### Placement view, run 1

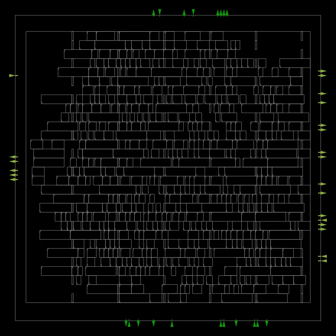
### Nets reached from selected ports, run 1

Scale: 4 px per µm.
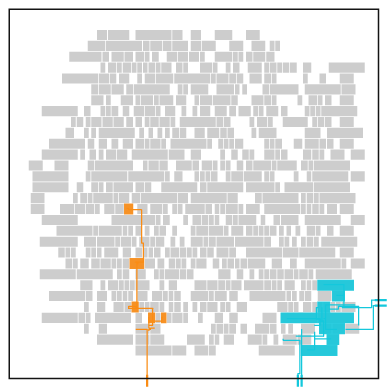
### M2 wires, run 1

Scale: 4 px per µm.
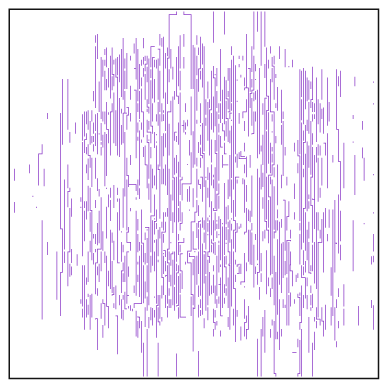
## src/rtl/player_move_ctrl.sv

```systemverilog
// player_move_ctrl: steps the player through the maze one cell per movement
// tick. It probes the leading edge of the 4x4 footprint against the wall map,
// one cell per cycle, then commits or rejects the move.
//
// state   | meaning
// --------+------------------------------------------------------------
// IDLE    | waiting for move_tick with a direction held
// CHECK   | probing leading-edge cell k (q_en high), abort on wall_hit
// COMMIT  | apply candidate (moved/goal) or hold position (bumped)
module player_move_ctrl #(
  parameter int MAP_W   = 40,
  parameter int P_SIZE  = 4,
  parameter int START_X = 1,
  parameter int START_Y = 1,
  parameter int GOAL_X  = 35,
  parameter int GOAL_Y  = 17
) (
  input  logic       clk,
  input  logic       rst,
  input  logic [3:0] state,
  input  logic       move_tick,
  input  logic       btn_up,
  input  logic       btn_down,
  input  logic       btn_left,
  input  logic       btn_right,
  output logic       q_en,
  output logic [5:0] q_col,
  output logic [5:0] q_row,
  input  logic       wall_hit,
  output logic [5:0] player_x,
  output logic [5:0] player_y,
  output logic       busy,
  output logic       moved,
  output logic       bumped,
  output logic       goal
);

  localparam logic [1:0] S_IDLE   = 2'd0;
  localparam logic [1:0] S_CHECK  = 2'd1;
  localparam logic [1:0] S_COMMIT = 2'd2;

  localparam logic [1:0] D_UP    = 2'd0;
  localparam logic [1:0] D_DOWN  = 2'd1;
  localparam logic [1:0] D_LEFT  = 2'd2;
  localparam logic [1:0] D_RIGHT = 2'd3;

  localparam logic signed [6:0] POS_MAX = 7'(MAP_W - P_SIZE);
  localparam logic [1:0]        K_LAST  = 2'(P_SIZE - 1);

  logic [1:0] fsm_q, fsm_d;
  logic [1:0] dir_q, dir_d;
  logic [1:0] k_q, k_d;
  logic       blocked_q, blocked_d;
  logic [5:0] cand_x_q, cand_x_d;
  logic [5:0] cand_y_q, cand_y_d;
  logic [5:0] px_q, px_d;
  logic [5:0] py_q, py_d;
  logic [5:0] q_col_q, q_col_d;
  logic [5:0] q_row_q, q_row_d;
  logic       moved_q, moved_d;
  logic       bumped_q, bumped_d;
  logic       goal_q, goal_d;
  logic [3:0] gstate_q;

  logic              active;
  logic              enter;
  logic              btn_any;
  logic [1:0]        dir_sel;
  logic signed [6:0] px_s, py_s, cx_s, cy_s;
  logic              oob;

  // Leading-edge cell k of the footprint for a given direction.
  function automatic logic [11:0] probe_at(input logic [1:0] d, input logic [1:0] k,
                                           input logic [5:0] x, input logic [5:0] y);
    logic [5:0] c;
    logic [5:0] r;
    case (d)
      D_UP:    begin c = x + {4'b0, k};  r = y - 6'd1;       end
      D_DOWN:  begin c = x + {4'b0, k};  r = y + 6'(P_SIZE); end
      D_LEFT:  begin c = x - 6'd1;       r = y + {4'b0, k};  end
      default: begin c = x + 6'(P_SIZE); r = y + {4'b0, k};  end
    endcase
    return {c, r};
  endfunction

  // Direction priority and signed candidate position with bounds check.
  always_comb begin
    active  = (state == 4'd2) || (state == 4'd4) || (state == 4'd6);
    enter   = active && (state != gstate_q);
    btn_any = btn_up | btn_down | btn_left | btn_right;
    if (btn_up)        dir_sel = D_UP;
    else if (btn_down) dir_sel = D_DOWN;
    else if (btn_left) dir_sel = D_LEFT;
    else               dir_sel = D_RIGHT;
    px_s = signed'({1'b0, px_q});
    py_s = signed'({1'b0, py_q});
    cx_s = px_s;
    cy_s = py_s;
    case (dir_sel)
      D_UP:    cy_s = py_s - 7'sd1;
      D_DOWN:  cy_s = py_s + 7'sd1;
      D_LEFT:  cx_s = px_s - 7'sd1;
      default: cx_s = px_s + 7'sd1;
    endcase
    oob = (cx_s < 7'sd0) || (cx_s > POS_MAX) || (cy_s < 7'sd0) || (cy_s > POS_MAX);
  end

  // Next-state logic for the move sequencer.
  always_comb begin
    fsm_d     = fsm_q;
    dir_d     = dir_q;
    k_d       = k_q;
    blocked_d = blocked_q;
    cand_x_d  = cand_x_q;
    cand_y_d  = cand_y_q;
    px_d      = px_q;
    py_d      = py_q;
    q_col_d   = q_col_q;
    q_row_d   = q_row_q;
    moved_d   = 1'b0;
    bumped_d  = 1'b0;
    goal_d    = 1'b0;
    if (enter) begin
      fsm_d = S_IDLE;
      px_d  = 6'(START_X);
      py_d  = 6'(START_Y);
    end else if (!active) begin
      fsm_d = S_IDLE;
    end else begin
      case (fsm_q)
        S_IDLE: begin
          if (move_tick && btn_any) begin
            dir_d    = dir_sel;
            cand_x_d = cx_s[5:0];
            cand_y_d = cy_s[5:0];
            k_d      = 2'd0;
            if (oob) begin
              blocked_d = 1'b1;
              fsm_d     = S_COMMIT;
            end else begin
              blocked_d          = 1'b0;
              fsm_d              = S_CHECK;
              {q_col_d, q_row_d} = probe_at(dir_sel, 2'd0, px_q, py_q);
            end
          end
        end
        S_CHECK: begin
          if (wall_hit) begin
            blocked_d = 1'b1;
            fsm_d     = S_COMMIT;
          end else if (k_q == K_LAST) begin
            blocked_d = 1'b0;
            fsm_d     = S_COMMIT;
          end else begin
            k_d                = k_q + 2'd1;
            {q_col_d, q_row_d} = probe_at(dir_q, k_q + 2'd1, px_q, py_q);
          end
        end
        S_COMMIT: begin
          fsm_d = S_IDLE;
          if (!blocked_q) begin
            px_d    = cand_x_q;
            py_d    = cand_y_q;
            moved_d = 1'b1;
            goal_d  = (cand_x_q == 6'(GOAL_X)) && (cand_y_q == 6'(GOAL_Y));
          end else begin
            bumped_d = 1'b1;
          end
        end
        default: fsm_d = S_IDLE;
      endcase
    end
  end

  // State and output registers.
  always_ff @(posedge clk or posedge rst) begin
    if (rst) begin
      fsm_q     <= S_IDLE;
      dir_q     <= D_UP;
      k_q       <= 2'd0;
      blocked_q <= 1'b0;
      cand_x_q  <= 6'd0;
      cand_y_q  <= 6'd0;
      px_q      <= 6'(START_X);
      py_q      <= 6'(START_Y);
      q_col_q   <= 6'd0;
      q_row_q   <= 6'd0;
      moved_q   <= 1'b0;
      bumped_q  <= 1'b0;
      goal_q    <= 1'b0;
      gstate_q  <= 4'd0;
    end else begin
      fsm_q     <= fsm_d;
      dir_q     <= dir_d;
      k_q       <= k_d;
      blocked_q <= blocked_d;
      cand_x_q  <= cand_x_d;
      cand_y_q  <= cand_y_d;
      px_q      <= px_d;
      py_q      <= py_d;
      q_col_q   <= q_col_d;
      q_row_q   <= q_row_d;
      moved_q   <= moved_d;
      bumped_q  <= bumped_d;
      goal_q    <= goal_d;
      gstate_q  <= state;
    end
  end

  assign q_en     = (fsm_q == S_CHECK);
  assign q_col    = q_col_q;
  assign q_row    = q_row_q;
  assign player_x = px_q;
  assign player_y = py_q;
  assign busy     = (fsm_q != S_IDLE);
  assign moved    = moved_q;
  assign bumped   = bumped_q;
  assign goal     = goal_q;

endmodule

```

## config.mk

```make
export PLATFORM = sky130hd
export DESIGN_NAME = player_move_ctrl
export DESIGN_NICKNAME = d
export VERILOG_FILES = /design/src/rtl/player_move_ctrl.sv
export SDC_FILE = /design/constraint.sdc
export NUM_CORES = 1
export LEC_CHECK = 0
export ABC_AREA = 1
export CAP_MARGIN = 20
export CORE_MARGIN = 3
export CORE_UTILIZATION = 50
export CTS_BUF_LIST = sky130_fd_sc_hd__clkbuf_4 sky130_fd_sc_hd__clkbuf_8 sky130_fd_sc_hd__clkbuf_16
export CTS_CLUSTER_DIAMETER = 200
export DETAILED_ROUTE_END_ITERATION = 8
export PLACE_DENSITY = 0.84
export SLEW_MARGIN = 40
export SYNTH_ARGS = -nofsm -noshare
export SYNTH_HDL_FRONTEND = slang
export SYNTH_SLANG_ARGS = --single-unit
```

## constraint.sdc

```tcl
create_clock -name clk -period 2.8 [get_ports clk]
set_input_delay 0.56 -clock clk [delete_from_list [all_inputs] [get_ports clk]]
set_output_delay 0.56 -clock clk [all_outputs]
set_load 0.02 [all_outputs]
```

==> flow_summary_export.csv, run 1 <==
group,metric,value,unit
yosys,edf_count,0,
clock_tree,numCtsBuffers,5,
yosys,synth_cell_type_count,40,
timing,fin_crit_sh,95.8,%
yosys,top_cells_by_count,"nand2_1, inv_1, dfrtp_1",
pwr,p_leak,2.37,nW
timing,hold_viol,0,
routing,drtAntennaViolNets,0,
timing,finClkSkew,0.00862,ns
worst_setup_path,critPathLaunchType,"input pin",
yosys,flop_cell,"dfrtp_1",
yosys,area_leaders,"dfrtp_1, nand2_1, ha_1",
clock_tree,cts_sinks,50,
timing,worst_slack,0.118,ns
yosys,synth-simple-area-share,27.0,%
layout,num_antenna_cells,0,
worst_setup_path,endpoint,"q_col[2]",
layout,final_net_count,624,
worst_setup_path,regToRegEndpoint,"q_col[2]",
yosys,mux_share,0.271,%
yosys,synth-xor-area-share,4.75,%
yosys,yosysTopAreaCellShare,32.5,%
layout,final_layout_top_logic_cells,"nand2_1, inv_1, buf_4",
yosys,fp_nets,543,
worst_setup_path,critical-path-max-stage-delay,0.52,ns
pwr,max-vdd-ir-drop,393,µV
placement,dp_hpwl,7.76,mm
floorplanning,chipArea,8450,µm²
pwr,power_frac_comb,22.0,%
min_path,min_path_cells,2,
layout,drive_above_1_share,18.6,%
layout,buf_share,16.8,%
global_routing,globalRouteMet1Util,33.7,%
layout,comb_share,46.6,%
job,maxCapViolCount,0,
timing,max_freq,373,MHz
timing,fin_hold_ws,0.509,ns
yosys,yosys_cells,509,
clock_tree,cts_tree,"yes",
yosys,syn_avg_cell_area,7.25,µm²
floorplanning,taps,96,
timing,setup_violations,0,
yosys,synth_cells,509,
layout,final_util,68.1,%
status,status,"complete, no violations",
yosys,ys_ff,50,
worst_setup_path,path_cells,"clkdlybuf4s50_1 -> nand2_2 -> buf_4 -> nand2_1 -> nand2_1 -> buf_4 -> nor2_1 -> nand2_1 -> nand3_1 -> nand3_1 -> nand3_2 -> o21ai_4 -> nand3_4 -> nand2_8 -> nand2_2 -> nand2_1",
timing,max_slew_margin,56.6,%
yosys,postSynthSeqShare,34.0,%
worst_setup_path,critPathSlowestCell,"clkdlybuf4s50_1",
global_routing,grt_pass1_vias,3596,
placement,gp_congestion,0.945,
floorplanning,die_w,91.9,µm
clock_tree,postCtsResizedCells,4,
layout,design_area,4760,µm²
pwr,cellPowerDensity,360,nW/µm²
yosys,ys_warn_count,0,
worst_setup_path,cp.depth,16,
yosys,ys_top_logic_family,"simple AND/OR/NAND/NOR gates",
worst_setup_path,arrival,2.93,ns
placement,placed_cell_area,4490,µm²
routing,wl_met1,4.45,mm
timing,tns,0,ns
worst_setup_path,criticalPathCategory,"input pin to flop",
floorplanning,fp_util,52.9,%
Notes on 'Placement view' above:
core area: 6980 µm²
flop share of the area: 26.4%
Final Non-Filler Cells: 687
Flops: 50
fillers: 568

Notes on 'Nets reached from selected ports' above:
cyan -> `state`  # direction input, edge 2 right, 2 bottom, end cells 10, buffers 4, wire 133 µm
orange -> `btn_left`  # direction input, edge bottom, end cells 5, buffers 2, wire 68.9 µm
Top Ports: 41
I/O Buffers: 40

Notes on 'M2 wires' above:
wire length on this layer = 5140 µm
main direction = vertical
nets with wire on the layer = 506
longest straight run = 33.3 µm
share of all routed wire = 49%
Vias: 3824
met2 Use GR: 41.7%

### Routed clock nets over the placement, run 1

Scale: 3 px per µm.
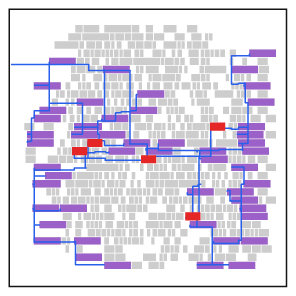

==> run 2: changes to the inputs <==
ABC_AREA = default   (was 1)
PLACE_DENSITY = 0.72   (was 0.84)
SETUP_SLACK_MARGIN = 0.4   (was default)
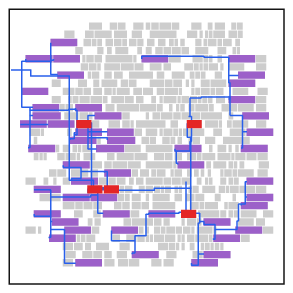
*Routed clock nets over the placement, run 2*
Scale: 3 px per µm.
purple -> flip-flops  # count 50
blue -> clock wires  # length 645 µm
red -> clock-net drivers  # count 5
flops lie = all over the die
routed clock nets = 6
part of the power in the clock network: 29.5%
Clock group: 453 µW
clk_lat worst skew: 0.32 ns
clk_skew: 0.00705 ns

==> run 2 against run 1 <==
  * Non-clock buffer count up 11
  * Largest power group unchanged
  * Clock-buffer cell count stayed put
  * Combinational power decreased by 22%
  * Clock power down about 10%
  * Sequential cell count unchanged
  * Wire length shrank 8.4%
  * Power down 10%
  * Sequential power down 5.4%
==> flow_summary_export.csv, run 2 <==
group,metric,value,unit
worst_setup_path,critPathSlowestCell,"clkdlybuf4s15_1",
worst_setup_path,criticalPathCategory,"input pin to flop",
job,maxCapViolCount,0,
routing,wl_per_cell,17.0,µm
global_routing,globalRouteMet1Util,31.2,%
yosys,top_cells_by_count,"dfrtp_1, nand2_1, o21ai_0",
yosys,ys_ff,50,
timing,setup_violations,0,
floorplanning,taps,96,
placement,gp_congestion,0.923,
floorplanning,chipArea,8290,µm²
layout,n_fill_cell,550,
floorplanning,die_w,91.1,µm
pwr,power_frac_comb,19.1,%
routing,top_layer_used,"met4",
worst_setup_path,regToRegEndpoint,"q_col[5]",
layout,design_area,4790,µm²
routing,vias,3158,
layout,final_net_count,503,
worst_setup_path,critical-path-max-stage-delay,0.29,ns
yosys,synth_cell_type_count,62,
pwr,cellPowerDensity,321,nW/µm²
timing,max_slew_margin,53.6,%
layout,final_util,69.3,%
timing,worst_slack,0.0553,ns
yosys,fp_nets,421,
global_routing,grt_pass1_vias,3071,
routing,drtAntennaViolNets,0,
layout,final_layout_top_logic_cells,"buf_4, dfrtp_1, nand2_1",
placement,placed_cell_area,4470,µm²
layout,flop-count,50,
timing,max_freq,364,MHz
floorplanning,fp_util,52.4,%
yosys,ys_warn_count,0,
yosys,synth-simple-area-share,16.0,%
timing,tns,0,ns
pwr,total_power,1.53,mW
layout,comb_share,48.5,%
yosys,synth_cells,387,
yosys,area_leaders,"dfrtp_1, ha_1, xnor2_1",
global_routing,grtUsageMet2,37.7,%
timing,hold_viol,0,
yosys,yosysTopAreaCellShare,33.2,%
placement,dp_hpwl,6.93,mm
placement,pre_cts_ws,-0.793,ns
layout,clk_share,1.96,%
worst_setup_path,critPathLaunchType,"input pin",
global_routing,antenna_found_initial,0,
clock_tree,cts_tree,"yes",
yosys,syn_avg_cell_area,9.35,µm²
yosys,ys_top_logic_family,"AND-OR/OR-AND gates",
yosys,flop_cell,"dfrtp_1",
min_path,min_path_cells,2,
worst_setup_path,path_cells,"clkdlybuf4s15_1 -> buf_4 -> buf_4 -> inv_1 -> nor4_4 -> o21ai_0 -> xor2_1 -> o2111ai_2 -> a21oi_2 -> buf_4 -> clkbuf_16 -> mux2_4",
layout,fin_cells,566,
placement,io_buffer_count,40,
floorplanning,io_pins,41,
timing,fin_hold_ws,0.489,ns
clock_tree,postCtsResizedCells,25,
status,status,"complete, no violations",
clock_tree,cts_sinks,50,
worst_setup_path,endpoint,"q_col[5]",
floorplanning,core-area,6910,µm²
pwr,max-vdd-ir-drop,339,µV
timing,fin_crit_sh,98.0,%
yosys,mux_share,8.79,%
layout,seq_share,26.2,%
No activity file was given, so power comes from the tool's default toggle rates.
